### Placed cells, one colour a class, run 1

The bar under the picture is 100 µm long.
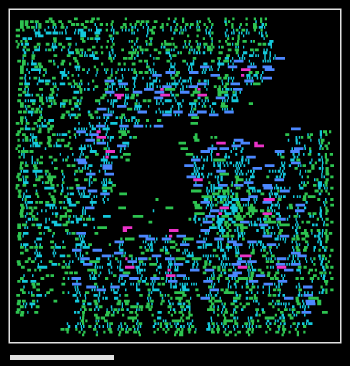
### Clock network drawn from the DEF, run 1

The bar under the picture is 100 µm long.
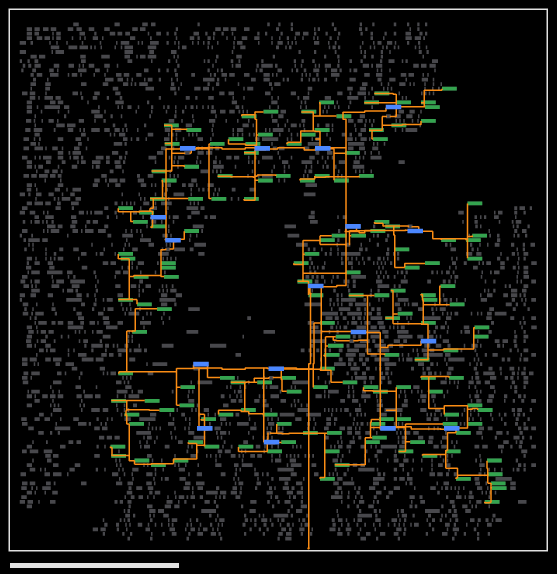
### Register map, names as in the netlist, run 1

The bar under the picture is 100 µm long. Other sequential cells in the stronger grey, the rest of the logic in the fainter grey.
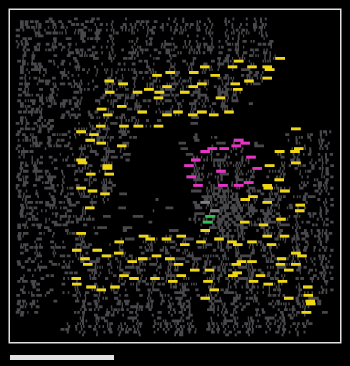
**src/rtl/mem_router_pkg.sv**
```systemverilog
// rtl/mem_router_pkg.sv - shared memory-port types, selects, states and address map defaults
//
// Purpose: definitions shared by the router, its decoder and any future master port.
//   mem_in_type  : mem_valid, mem_instr, mem_addr[63:0], mem_wdata[63:0], mem_wstrb[7:0]
//   mem_out_type : mem_ready, mem_error, mem_rdata[63:0]
//   sel_e        : which slave a request targets (SEL_NONE when unmapped or refused)
//   state_e      : router state (IDLE, BUSY, ERR)
package mem_router_pkg;

  typedef struct packed {
    logic        mem_valid;
    logic        mem_instr;
    logic [63:0] mem_addr;
    logic [63:0] mem_wdata;
    logic [7:0]  mem_wstrb;
  } mem_in_type;

  typedef struct packed {
    logic        mem_ready;
    logic        mem_error;
    logic [63:0] mem_rdata;
  } mem_out_type;

  typedef enum logic [1:0] {
    SEL_NONE,
    SEL_ROM,
    SEL_PER,
    SEL_RAM
  } sel_e;

  typedef enum logic [1:0] {
    IDLE,
    BUSY,
    ERR
  } state_e;

  localparam logic [63:0] DEF_ROM_BASE = 64'h0000_0000_0000_0000;
  localparam logic [63:0] DEF_ROM_SIZE = 64'h0000_0000_0000_0100;
  localparam logic [63:0] DEF_PER_BASE = 64'h0000_0000_0100_0000;
  localparam logic [63:0] DEF_PER_SIZE = 64'h0000_0000_0010_0000;
  localparam logic [63:0] DEF_RAM_BASE = 64'h0000_0000_8000_0000;
  localparam logic [63:0] DEF_RAM_SIZE = 64'h0000_0000_1000_0000;

  // Sizes are powers of two, so masking off the in-region offset leaves the base on a hit.
  function automatic logic region_hit(input logic [63:0] addr,
                                      input logic [63:0] base,
                                      input logic [63:0] size);
    return (addr & ~(size - 64'd1)) == base;
  endfunction

endpackage

```
**src/rtl/mem_decode.sv**
```systemverilog
// rtl/mem_decode.sv - combinational address decoder for one master port
//
// Purpose: maps a request address and write strobes onto a slave select, or flags an error.
// Ports:
//   addr  in  [63:0]  request address
//   wstrb in  [7:0]   write strobes (non-zero means write)
//   sel   out sel_e   target slave, SEL_NONE when err is set
//   err   out 1       unmapped address or write to ROM
module mem_decode
  import mem_router_pkg::*;
#(
  parameter logic [63:0] ROM_BASE = DEF_ROM_BASE,
  parameter logic [63:0] ROM_SIZE = DEF_ROM_SIZE,
  parameter logic [63:0] PER_BASE = DEF_PER_BASE,
  parameter logic [63:0] PER_SIZE = DEF_PER_SIZE,
  parameter logic [63:0] RAM_BASE = DEF_RAM_BASE,
  parameter logic [63:0] RAM_SIZE = DEF_RAM_SIZE
) (
  input  logic [63:0] addr,
  input  logic [7:0]  wstrb,
  output sel_e        sel,
  output logic        err
);

  always_comb begin
    sel = SEL_NONE;
    err = 1'b0;
    if (region_hit(addr, ROM_BASE, ROM_SIZE)) begin
      if (wstrb != 8'h00) begin
        err = 1'b1;
      end else begin
        sel = SEL_ROM;
      end
    end else if (region_hit(addr, PER_BASE, PER_SIZE)) begin
      sel = SEL_PER;
    end else if (region_hit(addr, RAM_BASE, RAM_SIZE)) begin
      sel = SEL_RAM;
    end else begin
      err = 1'b1;
    end
  end

endmodule

```
**src/rtl/mem_router.sv**
```systemverilog
// rtl/mem_router.sv - single-master decoder and response mux for ROM, peripherals and RAM
//
// Purpose: forwards one request at a time to the addressed slave and returns its response,
// or answers locally with an error for unmapped addresses, ROM writes and slave timeouts.
// Ports:
//   clock    in   1             system clock, rising edge
//   reset    in   1             asynchronous active-low reset
//   mstr_in  in   mem_in_type   master request
//   mstr_out out  mem_out_type  master response (one-cycle mem_ready pulse per request)
//   rom_in   out  mem_in_type   ROM request        rom_out in mem_out_type ROM response
//   per_in   out  mem_in_type   peripheral request per_out in mem_out_type peripheral response
//   ram_in   out  mem_in_type   RAM request        ram_out in mem_out_type RAM response
module mem_router
  import mem_router_pkg::*;
#(
  parameter logic [63:0] ROM_BASE = DEF_ROM_BASE,
  parameter logic [63:0] ROM_SIZE = DEF_ROM_SIZE,
  parameter logic [63:0] PER_BASE = DEF_PER_BASE,
  parameter logic [63:0] PER_SIZE = DEF_PER_SIZE,
  parameter logic [63:0] RAM_BASE = DEF_RAM_BASE,
  parameter logic [63:0] RAM_SIZE = DEF_RAM_SIZE,
  parameter int unsigned TIMEOUT  = 256
) (
  input  logic        clock,
  input  logic        reset,
  input  mem_in_type  mstr_in,
  output mem_out_type mstr_out,
  output mem_in_type  rom_in,
  input  mem_out_type rom_out,
  output mem_in_type  per_in,
  input  mem_out_type per_out,
  output mem_in_type  ram_in,
  input  mem_out_type ram_out
);

  localparam logic [15:0] CNT_LAST = 16'(TIMEOUT - 1);

  state_e      state, state_nxt;
  sel_e        sel, sel_nxt;
  logic [15:0] cnt, cnt_nxt;
  mem_in_type  req_q, req_nxt;

  sel_e        dec_sel;
  logic        dec_err;
  mem_in_type  fwd;
  sel_e        fwd_sel;
  mem_out_type sel_rsp;

  mem_decode #(
    .ROM_BASE(ROM_BASE), .ROM_SIZE(ROM_SIZE),
    .PER_BASE(PER_BASE), .PER_SIZE(PER_SIZE),
    .RAM_BASE(RAM_BASE), .RAM_SIZE(RAM_SIZE)
  ) u_decode (
    .addr (mstr_in.mem_addr),
    .wstrb(mstr_in.mem_wstrb),
    .sel  (dec_sel),
    .err  (dec_err)
  );

  always_ff @(posedge clock or negedge reset) begin
    if (!reset) begin
      state <= IDLE;
      sel   <= SEL_NONE;
      cnt   <= '0;
      req_q <= '0;
    end else begin
      state <= state_nxt;
      sel   <= sel_nxt;
      cnt   <= cnt_nxt;
      req_q <= req_nxt;
    end
  end

  always_comb begin
    state_nxt = state;
    sel_nxt   = sel;
    cnt_nxt   = cnt;
    req_nxt   = req_q;
    fwd       = '0;
    fwd_sel   = SEL_NONE;
    mstr_out  = '0;

    // Only the slave we are waiting on may answer; everyone else is ignored.
    sel_rsp = '0;
    case (sel)
      SEL_ROM: sel_rsp = rom_out;
      SEL_PER: sel_rsp = per_out;
      SEL_RAM: sel_rsp = ram_out;
      default: sel_rsp = '0;
    endcase

    case (state)
      IDLE: begin
        if (mstr_in.mem_valid) begin
          req_nxt           = mstr_in;
          req_nxt.mem_valid = 1'b0;
          cnt_nxt           = '0;
          if (dec_err) begin
            state_nxt = ERR;
            sel_nxt   = SEL_NONE;
          end else begin
            state_nxt = BUSY;
            sel_nxt   = dec_sel;
            fwd       = mstr_in;
            fwd_sel   = dec_sel;
          end
        end
      end
      BUSY: begin
        // Hold the request on the slave bus with valid dropped so the slave sees one strobe.
        fwd     = req_q;
        fwd_sel = sel;
        cnt_nxt = cnt + 16'd1;
        if (sel_rsp.mem_ready) begin
          mstr_out  = sel_rsp;
          state_nxt = IDLE;
          sel_nxt   = SEL_NONE;
        end else if (cnt == CNT_LAST) begin
          mstr_out.mem_ready = 1'b1;
          mstr_out.mem_error = 1'b1;
          state_nxt          = IDLE;
          sel_nxt            = SEL_NONE;
        end
      end
      ERR: begin
        mstr_out.mem_ready = 1'b1;
        mstr_out.mem_error = 1'b1;
        state_nxt          = IDLE;
      end
      default: begin
        state_nxt = IDLE;
        sel_nxt   = SEL_NONE;
      end
    endcase

    // The IDLE pass-through path is combinational from mstr_in, so gate it while reset is low.
    if (!reset) begin
      mstr_out = '0;
      fwd_sel  = SEL_NONE;
    end
  end

  assign rom_in = (fwd_sel == SEL_ROM) ? fwd : '0;
  assign per_in = (fwd_sel == SEL_PER) ? fwd : '0;
  assign ram_in = (fwd_sel == SEL_RAM) ? fwd : '0;

endmodule

```
**config.mk**
```make
export PLATFORM = sky130hd
export DESIGN_NAME = mem_router
export DESIGN_NICKNAME = d
export VERILOG_FILES = /design/src/rtl/mem_router_pkg.sv /design/src/rtl/mem_decode.sv /design/src/rtl/mem_router.sv
export SDC_FILE = /design/constraint.sdc
export NUM_CORES = 1
export LEC_CHECK = 0
export ABC_AREA = 1
export CELL_PAD_IN_SITES_DETAIL_PLACEMENT = 1
export CELL_PAD_IN_SITES_GLOBAL_PLACEMENT = 1
export CORE_AREA = 5 5 313 315
export CTS_CLUSTER_DIAMETER = 60
export DETAILED_ROUTE_END_ITERATION = 8
export DIE_AREA = 0 0 318 320
export GPL_TIMING_DRIVEN = 0
export PLACE_DENSITY_LB_ADDON = 0.12
export SYNTH_ARGS = -nofsm -noshare
export SYNTH_HDL_FRONTEND = slang
export SYNTH_SLANG_ARGS = --single-unit
```
**constraint.sdc**
```tcl
create_clock -name clock -period 2.1 [get_ports clock]
set_clock_uncertainty 0.2 [all_clocks]
set_input_delay 0.315 -clock clock [delete_from_list [all_inputs] [get_ports clock]]
set_output_delay 0.315 -clock clock [all_outputs]
set_load 0.01 [all_outputs]
```
==> impl_metrics.json, run 1 <==
{
  "switchingPower_mw": 3.03,
  "gp_congestion": 0.896,
  "power_leader": "sequential cells",
  "max_slew_margin_pct": 29.9,
  "cts_sinks": 157,
  "grt_pass1_wl_um": 141000,
  "yosys.area.top_type": "dfrtp_1",
  "largest_reg_flops": 137,
  "logic_gate_count": 1514,
  "critPathMaxStageDelay_ps": 310,
  "fillers": 11500,
  "numSynthFlops": 157,
  "r2r-start": "state[0]",
  "syn-mean-instance-area_um2": 5.99,
  "preCtsSetupSlack_ps": -2690,
  "critPathArrivalTime_ps": 2540,
  "cts_made_buffers": 17,
  "ir_drop_mv": 0.671,
  "syn_area_um2": 11700,
  "p_sw_share_pct": 31.9,
  "cts_resized": 1301,
  "top_layer": "met5",
  "finalWirelength_um": 103000,
  "comb_area_um2": 8310,
  "violations": "setup timing",
  "finalSetupTns_ps": -454430,
  "fmax_mhz": 327,
  "sh_comb_area_pct": 33.3,
  "min_to": "req_q[80]",
  "met1_usage_pct": 20.2,
  "cap_violations": 0,
  "grt_antenna_before_repair": 41,
  "cts_root_buf": "clkbuf_16",
  "cp.required_ps": 1580,
  "setup_slack_ps": -958,
  "grt_pass1_vias": 18400,
  "status": "complete, but fails checks",
  "pg_seq_mw": 3.94,
  "dr.pass1.iters": 5,
  "hold_viol_final": 0,
  "seq_power_share_pct": 41.5,
  "die_y_um": 320,
  "ant_nets": 0,
  "yosysCellCount": 1949,
  "fp-utilization_pct": 12.3,
  "wire_per_inst_um": 24.5,
  "start_kind": "input port",
  "postSynthSeqShare_pct": 33.7,
  "lay_top_cells": "748 x nand2_1, 339 x nor2_1, 279 x clkdlybuf4s50_1",
  "warning_count": 33,
  "rsz0062_at_grt": "true",
  "pin_count": 818,
  "die_w_um": 318,
  "largest_register": "req_q",
  "seq_share_pct": 15.8,
  "n_all_buffers": 1085,
  "drtIter0Drc": 606,
  "ys_types": 32,
  "syn-num-nets": 2291,
  "hpwl_um": 82000,
  "htree_num_levels": 4,
  "setup.worst_path.start": "mstr_in[105]",
  "yosysWarnings": 0,
  "grt_max_degree": 49,
  "viasPerCell": 4.01,
  "nClkBuffers": 17,
  "reg2reg_depth": 9,
  "synth.top_cell.area_share_pct": 33.7,
  "setup_viol": 609,
  "cp_slowest_cell": "dlygate4sd2_1",
  "dominant_cells": "buffers",
  "grt_usage_pct": 19.1,
  "register_area_um2": 3930,
  "flops": 157,
  "path_clk_slew_ps": 80,
  "clkCellAreaFrac_pct": 2.41,
  "grt-busiest-layer": "met2",
  "synth_cells": 1949,
  "leakage_nw": 11.4,
  "finalCritPeriodShare_pct": 146
}
## Picture notes: 'Placed cells, one colour a class'
[cyan] combinational and other logic | cells: 1655 | share of their area: 38%
[magenta] clock drivers and dummy loads | cells: 32 | share of their area: 2.6%
[green] other buffers and delay cells | cells: 1085 | share of their area: 43%
[blue] flops | cells: 157 | share of their area: 17%
Cell Rows: 113
Finished Core Util: 26.3%
core area: 94600 µm²
final instance area: 24900 µm²

## Picture notes: 'Clock network drawn from the DEF'
[orange] clock wires | length: 3180 µm
[green] flip-flops | count: 157
[blue] clock drivers | count: 17
routed clock nets: 18
Clk. pwr: 3.40 mW
Late-Pin Clk Latency: 480 ps
Clk pwr share: 35.7%

## Picture notes: 'Register map, names as in the netlist'
[magenta] cnt | sequential cells: 16
[yellow] req_q | sequential cells: 137
[green] sel | sequential cells: 2
not coloured: 2

## run 1: cell families after synthesis
kind of cell | count (synthesis) | share of synthesized area [%]
buffers and inverters | 279 | 9.99
AND/OR/NAND/NOR | 1294 | 42.2
flip-flops | 157 | 33.7
AND-OR/OR-AND | 215 | 13.7
adder cells (fa/ha/maj) | 4 | 0.429
## run 1: worst max-delay path: cells and delay by family
family / cells / cell delay, ps
compound gates: 3 / 530
simple gates: 4 / 580
buf+inv: 6 / 1110
## run 1: cells in the mapped netlist, drive strengths merged
master	n
a211oi	2
a21boi	101
a21oi	15
a221oi	1
a22o	1
a311oi	64
and2	1
buf	65
clkbuf	73
dfrtp	157
ha	4
inv	141
nand2	774
nand3	14
nand4	10
nor2	484
nor3	7
nor4	2
o21a	2
o21ai	28
o22ai	1
or2	2
### Logic cells by family, run 1

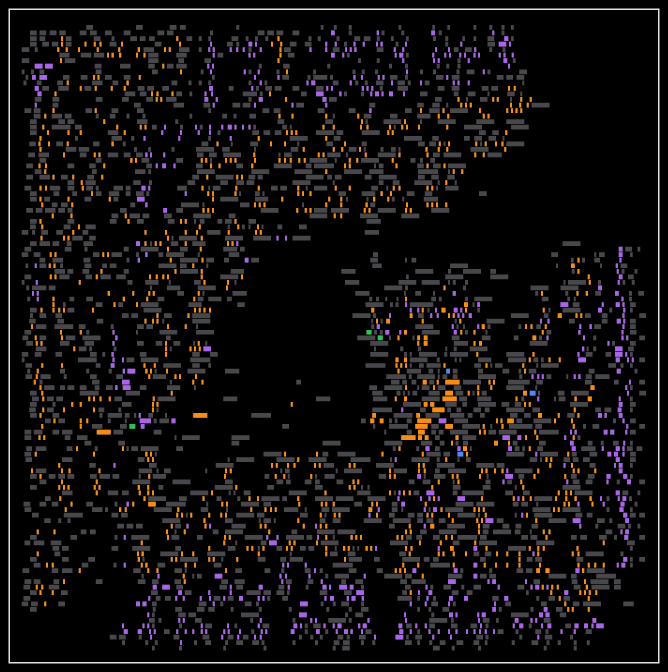

==> run 2: changes to the inputs <==
Settings changed: CORE_AREA 5 5 313 315 to 5 5 318 320, DIE_AREA 0 0 318 320 to 0 0 323 325, DONT_BUFFER_PORTS set to 1.
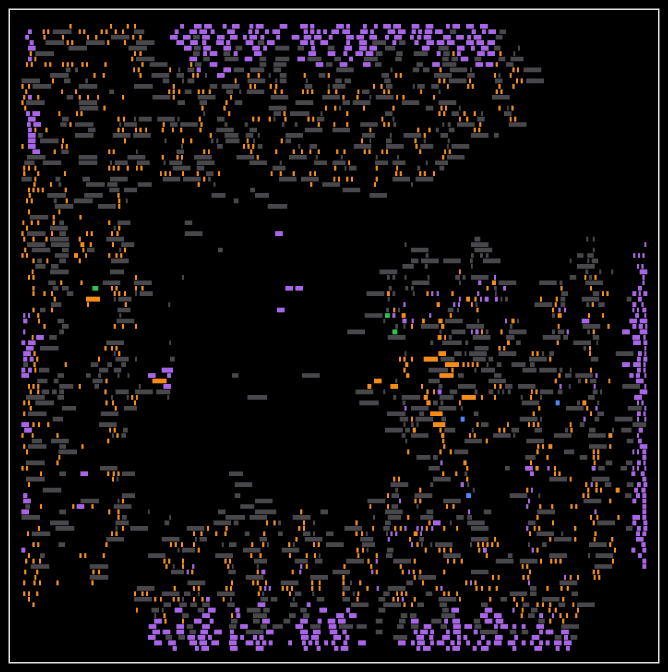
*Logic cells by family, run 2*
[orange] NAND gates | cells: 799 | where: all over the die
[green] AND-OR and OR-AND gates | cells: 3
[blue] AND and OR gates | cells: 3
[purple] NOR gates | cells: 493 | where: all over the die
logic share of the area: 50.3%
dominant logic cell type in the layout: nand2_1
final cell count without fillers: 3453

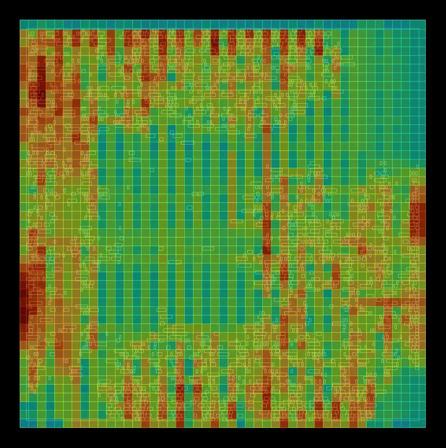
*Routing congestion, run 2*
gr busiest metal: met2
M2 GR Usage: 31.6%
Global Route Usage Sum: 16.1%
M3 GR Usage: 3.80%
GRT met1 Usage: 17.2%

==> impl_metrics.json, run 2 <==
{
  "wl_met1_um": 33900,
  "gr-total-overflow": 0,
  "ys_sh_simple_pct": 42.2,
  "clk-power_mw": 3.33,
  "cp.depth": 11,
  "cp-end-kind": "primary output",
  "dr_wl_met2_um": 50600,
  "pin_count": 818,
  "critPathMaxStageDelay_ps": 430,
  "clockBufferDepth": 2,
  "cts_tree": "built",
  "worst_pin_slew_ps": 798,
  "reg_top3": "req_q (137), cnt (16)",
  "ys_chip_area_um2": 11700,
  "top_cells_by_count": "773 x nand2_1, 481 x nor2_1, 157 x dfrtp_1, 135 x inv_1, 90 x a21boi_0",
  "holdBufCountCts": 129,
  "worstPathBufferInverterCount": 5,
  "fp-utilization_pct": 11.9,
  "path_clk_slew_ps": 90,
  "most_common_cell": "nand2_1",
  "cts_root_buf": "clkbuf_16",
  "syn-mean-instance-area_um2": 5.99,
  "switchingPower_mw": 2.91,
  "hold_path.class": "in2async",
  "top_layer": "met5",
  "cp.required_ps": 1580,
  "max_slew_margin_pct": 46.8,
  "syn_area_um2": 11700,
  "setup_slack_ps": -858,
  "cp-endpoint": "rom_in[83]",
  "power_density_nw_per_um2": 423,
  "worstPathCellList": "inv_2 -> ha_4 -> nand2_8 -> inv_8 -> buf_12 -> nand3_4 -> nand2_8 -> nand2_8 -> clkbuf_16 -> buf_8 -> nor2_2",
  "warning_count": 35,
  "seq_power_share_pct": 44.8,
  "largest_register": "req_q",
  "xor_share_pct": 0,
  "post_cts_buffers": 5,
  "holdWs_ps": -686,
  "cts_made_buffers": 17,
  "wl_met3_um": 4610,
  "clkLatencyLatePin_ps": 470,
  "setup_viol": 604,
  "status": "complete, but fails checks",
  "intPower_mw": 5.88,
  "cp_slowest_cell": "dfrtp_1",
  "viasPerCell": 4.11,
  "async_flop_share_pct": 100,
  "r2r_end": "req_q[13]",
  "cap_violations": 0,
  "hpwl_um": 70800,
  "synth-edff-count": 0,
  "chip_area_um2": 105000,
  "wire_per_inst_um": 26.4,
  "die_w_um": 323,
  "htree_num_levels": 4,
  "vias": 14200,
  "pwr-share-clk_pct": 37.9,
  "worstPathMaxFanout": 10,
  "lay_top_cells": "760 x nand2_1, 210 x nor2_4, 178 x nor2_2",
  "min_period_ps": 2960,
  "synthAoiAreaFrac_pct": 13.7,
  "path_delay_family": "buffers and inverters",
  "finalNetCount": 2487,
  "preCtsSetupSlack_ps": -2220,
  "yosys.area.top_type": "dfrtp_1",
  "violations": "hold timing, setup timing",
  "rows": 115,
  "final_max_slew_viol_count": 0,
  "postSynthSeqShare_pct": 33.7,
  "dr.pass1.iters": 5,
  "utilization_pct": 21.2,
  "syn-num-nets": 2291,
  "coreArea_um2": 97800,
  "reg2reg_depth": 8,
  "start_kind": "flip-flop",
  "logic_family": "simple AND/OR/NAND/NOR gates",
  "drtIter0Drc": 555,
  "power_mw": 8.78,
  "critPathArrivalTime_ps": 2440,
  "hold_viol_final": 158,
  "grt_antenna_before_repair": 23,
  "yosysCellCount": 1949,
  "design_area_um2": 20800,
  "ys_types": 32,
  "post_dp_cell_area_um2": 14000,
  "cts_sinks": 157,
  "path_class": "reg2out",
  "cts_resized": 629,
  "grt_pass1_wl_um": 121000,
  "yosysWarnings": 0,
  "synth_cells": 1949,
  "dpl.cell_count": 3238,
  "pg_comb_mw": 1.52,
  "power.share.combinational_pct": 17.3,
  "fmax_mhz": 338,
  "leakage_nw": 8.34,
  "topCellsByArea": "dfrtp_1 34%, nand2_1 25%, nor2_1 15%, a21boi_0 5.8%, a311oi_1 4.8%",
  "finalSetupTns_ps": -391380,
  "gp_congestion": 0.883,
  "drc_errors": 0,
  "setup.worst_path.start": "state[0]",
  "p_sw_share_pct": 33.1,
  "grt_pass1_vias": 15200,
  "r2r-start": "state[0]",
  "drive_above_1_share_pct": 35.8,
  "finalWirelength_um": 91300,
  "area_growth_pct": 77.9,
  "pg_seq_mw": 3.93,
  "finalCritPeriodShare_pct": 141,
  "fa_ha_area_share_pct": 0.429,
  "ir_drop_mv": 0.486,
  "numSynthFlops": 157,
  "port_buffers": 0,
  "largest_reg_flops": 137,
  "synthFlopType": "dfrtp_1",
  "fillers": 11600,
  "grt_max_degree": 162,
  "ant_nets": 0,
  "rsz0062_at_grt": "true",
  "muxShareOfSynthArea_pct": 0,
  "power_leader": "sequential cells",
  "synth.top_cell.area_share_pct": 33.7,
  "crit_top_cell": "nand2_8",
  "die_y_um": 325,
  "ff2ff_setup_slack_ps": -560
}
==> run 2: cell counts after synthesis <==
Identical to the previous run, type by type.
==> run 2: final cells by class <==
type                            instances  area [µm²]  area share, %
Inverter                              141         539           2.60
Clock inverter                         14         153          0.735
Timing Repair Buffer                  176        2000           9.63
Tap cell                             1287        1610           7.75
Sequential cell                       157        3930           18.9
Clock buffer                           18         429           2.07
Buffer                                138        1630           7.86
Multi-Input combinational cell       1514       10500           50.3
Antenna cell                            8        20.0         0.0964
==> run 2: worst register-to-register path: cells and delay by family, from the launching register on <==
kind          cells  cell delay (ps)
flops             1              420
buf+inv           4             1460
simple gates      3              340
fa+ha+maj         1              190
Power figures rest on the tool's default switching activity, not on a simulated workload.
